==> src/rtl/conv_relu_pool.sv <==
// Post-convolution stage: bias, ReLU, rounded requantisation with saturation and 2x2 max-pool.
// Captures one 4x4 tile per conv_done rising edge and streams four pooled int8 beats.
module conv_relu_pool #(
  parameter int unsigned IN_W  = 16,
  parameter int unsigned OUT_W = 8
) (
  input  logic                    clk,
  input  logic                    rst_n,
  input  logic                    conv_done,
  input  logic signed [IN_W-1:0]  c_in [0:3][0:3],
  input  logic signed [IN_W-1:0]  bias,
  input  logic        [3:0]       shift,
  output logic signed [OUT_W-1:0] out_data,
  output logic                    out_valid,
  input  logic                    out_ready,
  output logic                    out_last,
  output logic                    busy,
  output logic                    drop_err
);

  // Two extra bits: one so c + bias cannot wrap, one so the rounding add cannot either.
  localparam int unsigned SW = IN_W + 2;
  localparam logic [SW-1:0] SatVal = SW'((1 << (OUT_W - 1)) - 1);

  localparam logic [1:0] StIdle   = 2'd0;
  localparam logic [1:0] StProc   = 2'd1;
  localparam logic [1:0] StStream = 2'd2;

  logic [1:0]             state_q, state_d;
  logic                   done_q;
  logic [1:0]             k_q, k_d;
  logic [1:0]             idx_q, idx_d;
  logic                   drop_err_q, drop_err_d;
  logic signed [IN_W-1:0] tile_q [0:3][0:3];
  logic signed [IN_W-1:0] bias_q;
  logic [3:0]             shift_q;
  logic [OUT_W-1:0]       res_q [0:3];

  logic                   cap_evt;
  logic                   load_tile;
  logic                   res_we;
  logic [OUT_W-1:0]       win_max;

  assign cap_evt = conv_done && !done_q;

  function automatic logic [OUT_W-1:0] requant(input logic signed [IN_W-1:0] c,
                                              input logic signed [IN_W-1:0] b,
                                              input logic [3:0] sh);
    logic signed [SW-1:0] s;
    logic [SW-1:0]        r;
    logic [SW-1:0]        q;
    s = {{2{c[IN_W-1]}}, c} + {{2{b[IN_W-1]}}, b};
    r = s[SW-1] ? '0 : $unsigned(s);
    // Half-LSB rounding term; shifting 1<<sh down by one yields zero when sh is zero.
    r = r + ((SW'(1) << sh) >> 1);
    q = r >> sh;
    return (q > SatVal) ? SatVal[OUT_W-1:0] : q[OUT_W-1:0];
  endfunction

  // Window k covers rows {k[1],x} and cols {k[0],x}.
  always_comb begin
    logic [1:0]       ri;
    logic [1:0]       ci;
    logic [OUT_W-1:0] y;
    win_max = '0;
    ri      = '0;
    ci      = '0;
    y       = '0;
    for (int dr = 0; dr < 2; dr++) begin
      for (int dc = 0; dc < 2; dc++) begin
        ri = {k_q[1], 1'(dr)};
        ci = {k_q[0], 1'(dc)};
        y  = requant(tile_q[ri][ci], bias_q, shift_q);
        if (y > win_max) win_max = y;
      end
    end
  end

  always_comb begin
    state_d    = state_q;
    k_d        = k_q;
    idx_d      = idx_q;
    drop_err_d = drop_err_q;
    load_tile  = 1'b0;
    res_we     = 1'b0;
    unique case (state_q)
      StIdle: begin
        if (cap_evt) begin
          load_tile = 1'b1;
          k_d       = '0;
          state_d   = StProc;
        end
      end
      StProc: begin
        res_we = 1'b1;
        k_d    = k_q + 2'd1;
        if (cap_evt) drop_err_d = 1'b1;
        if (k_q == 2'd3) begin
          idx_d   = '0;
          state_d = StStream;
        end
      end
      StStream: begin
        if (cap_evt) drop_err_d = 1'b1;
        if (out_ready) begin
          idx_d = idx_q + 2'd1;
          if (idx_q == 2'd3) state_d = StIdle;
        end
      end
      default: state_d = StIdle;
    endcase
  end

  always_ff @(posedge clk or negedge rst_n) begin
    if (!rst_n) begin
      state_q    <= StIdle;
      done_q     <= 1'b0;
      k_q        <= '0;
      idx_q      <= '0;
      drop_err_q <= 1'b0;
      bias_q     <= '0;
      shift_q    <= '0;
      for (int i = 0; i < 4; i++) begin
        res_q[i] <= '0;
        for (int j = 0; j < 4; j++) tile_q[i][j] <= '0;
      end
    end else begin
      state_q    <= state_d;
      done_q     <= conv_done;
      k_q        <= k_d;
      idx_q      <= idx_d;
      drop_err_q <= drop_err_d;
      if (load_tile) begin
        bias_q  <= bias;
        shift_q <= shift;
        for (int i = 0; i < 4; i++) begin
          for (int j = 0; j < 4; j++) tile_q[i][j] <= c_in[i][j];
        end
      end
      if (res_we) res_q[k_q] <= win_max;
    end
  end

  assign out_valid = (state_q == StStream);
  assign out_last  = out_valid && (idx_q == 2'd3);
  assign out_data  = out_valid ? res_q[idx_q] : '0;
  assign busy      = (state_q != StIdle);
  assign drop_err  = drop_err_q;

endmodule

==> config.mk <==
export PLATFORM = sky130hd
export DESIGN_NAME = conv_relu_pool
export DESIGN_NICKNAME = d
export VERILOG_FILES = /design/src/rtl/conv_relu_pool.sv
export SDC_FILE = /design/constraint.sdc
export NUM_CORES = 1
export LEC_CHECK = 0
export ABC_AREA = 1
export CORE_MARGIN = 1.5
export CORE_UTILIZATION = 35
export DETAILED_ROUTE_END_ITERATION = 7
export SLEW_MARGIN = 20
export SYNTH_ARGS = -nofsm -noshare
export SYNTH_HDL_FRONTEND = slang
export SYNTH_SLANG_ARGS = --single-unit
==> constraint.sdc <==
create_clock -name clk -period 12.23 [get_ports clk]
set_clock_uncertainty 0.1 [all_clocks]
set_input_delay 2.446 -clock clk [delete_from_list [all_inputs] [get_ports clk]]
set_output_delay 2.446 -clock clk [all_outputs]
set_load 0.02 [all_outputs]
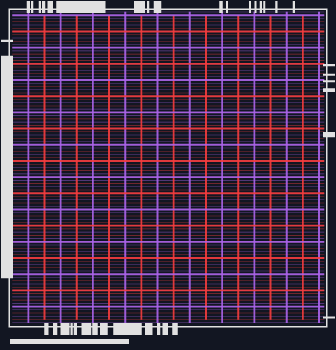
*Power grid*
Bar = 100 um. Pins as bars on the die edge.
purple -> VSS
red -> VDD
signal pins = 292
met4 straps = 19
rows = 96

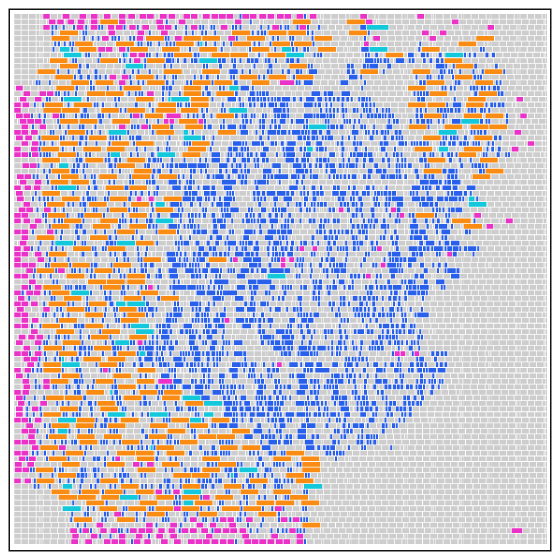
*Cells colored by class*
Fill, decap, tap and diode cells in gray.
orange -> flops  # cells 316
cyan -> clock drivers and dummy loads  # cells 62
blue -> combinational and other logic  # cells 3162
magenta -> other buffers and delay cells  # cells 322
Core Rows: 96
core area: 68500 um^2

==> CHANGELOG.md <==
## Implementation

- XOR Share, Synth: 2.83%
- Top Layer Used: met4
- Final non-clock buffer share: 11.0%
- Critical Path Stages: 62
- Routed met2 length: 37500 um
- Startpoint types: register
- Hold depth: 1
- Post-synth EDFFs: 0
- Via count: 24400
- Main logic family after synthesis: simple AND/OR/NAND/NOR gates
- Antenna violations before repair: 0
- PortBufs: 291
- Clock Network Area Fraction: 4.11%
- Tool Warnings: 41
- Yosys simple share: 36.8%
- Rel. slew slack: 26.2%
- Met3 usage: 2.46%
- Overflow after GRT: 0
- Root Buffer: clkbuf_16
- Worst EP arrival: 11.34 ns
- Crit path launch: k_q[0]
- Ys cells: 3637
- Most frequent CP cell: nand2_1
- Worst-path clk slew: 0.06 ns
- Gate Area: 14800 um^2
- Htree depth: 2
- Die height: 266 um
- Share of the synthesized area in the top cell type: 32.8%
- Register with the most flip-flops: tile_q
- IO Count: 292
- Worst-case reg-to-reg path depth: 62
- Worst Hold Launch: drop_err
- CP top delay family: simple AND/OR/NAND/NOR gates
- Max-cap violations: 0
- # diodes: 0
- Fillcell total: 7224
- Buf+Inv Stages, Crit Path: 13
- Met1 Wirelength: 38600 um
- Fin crit share: 89.5%
- Pins over their slew limit: 0
- Top cells by count: 1432 x nand2_1, 327 x nor2_1, 316 x dfrtp_1
- Max FFs per register: 256
- Post-Syn Area: 24100 um^2
- Count leader, synth: nand2_1
- First-pass GRT wire length: 129000 um
- Worst slew pin tran: 1.11 ns
- Area leader, netlist: dfrtp_1
- Top post-synthesis cells by area: dfrtp_1 33%, nand2_1 22%, ha_1 8.1%, nand3_1 5.6%, nor2_1 5.1%
- Setup Buffers After CTS: 0
- CP Class: register to register
- Non-filler instance count after layout: 4744
- Setup crit end: res_q[18]
- Util after Layout: 42.4%
- Setup ws final: 1.28 ns
- Placed Instances: 4682
- Area delta synth->final: 20.2%
- Deepest clock path buffer count: 3
- Avg Synthesized Cell Area: 6.63 um^2
- R2r setup slk: 1.28 ns
- Top FF cell, synth: dfrtp_1
- Vias in the first global route: 23200
- MI comb cells: 2958
- Final ANT Viol Nets: 0
- Layout cells sized above 1: 4.43%
- CTS Buf Count: 36
- Post-Route Setup TNS: 0 ns
- TritonCTS clock tree: done
- Die ar.: 70500 um^2
- Top Usage Layer GRT: met2
- Met3 Routed Length: 3720 um
- Endpoints failing setup: 0
- Required time worst endpoint: 12.63 ns
- Repair and plain buffers: 322
- Biggest Area Class: multi-input combinational cells
- Initial DRT Pass Iterations: 5
- Avg WL per Cell: 17.2 um
- Multi-input combinational area share: 51.1%
- Most frequent logic cell in the layout: nand2_1
- # clk buffers: 55
- CTS resizes: 0
- Largest net degree at the start of global routing: 206
- Gr usage total: 22.9%
- Worst Hold End: drop_err
- R2r endpoint: res_q[18]
- Ys async rst share: 100%
- Hold Buf Count CTS: 0
- Non-clock inverter count: 204
- Flip-flops: 316
- Adder share: 8.75%
- Cells after synthesis: 3637
- Die Wd: 266 um
- Mux frac, synth: 0.124%
- FF/Latch Area: 7920 um^2
- Final nets: 4282
- Final GP Congestion: 0.956
- Final Hold Viols: 0
- Flops out of synthesis: 316
- Vias per Instance: 5.15
- Clk_lat worst skew: 0.56 ns
- Critical Path Sink Type: register
- Tap cells: 882
- Worst path slowest cell: o31ai_2
- Final wirelength: 81600 um
- Largest stage delay, worst path: 0.66 ns
- Synth warn: 0
- Number of distinct library cells after synthesis: 57
- Status: finished clean
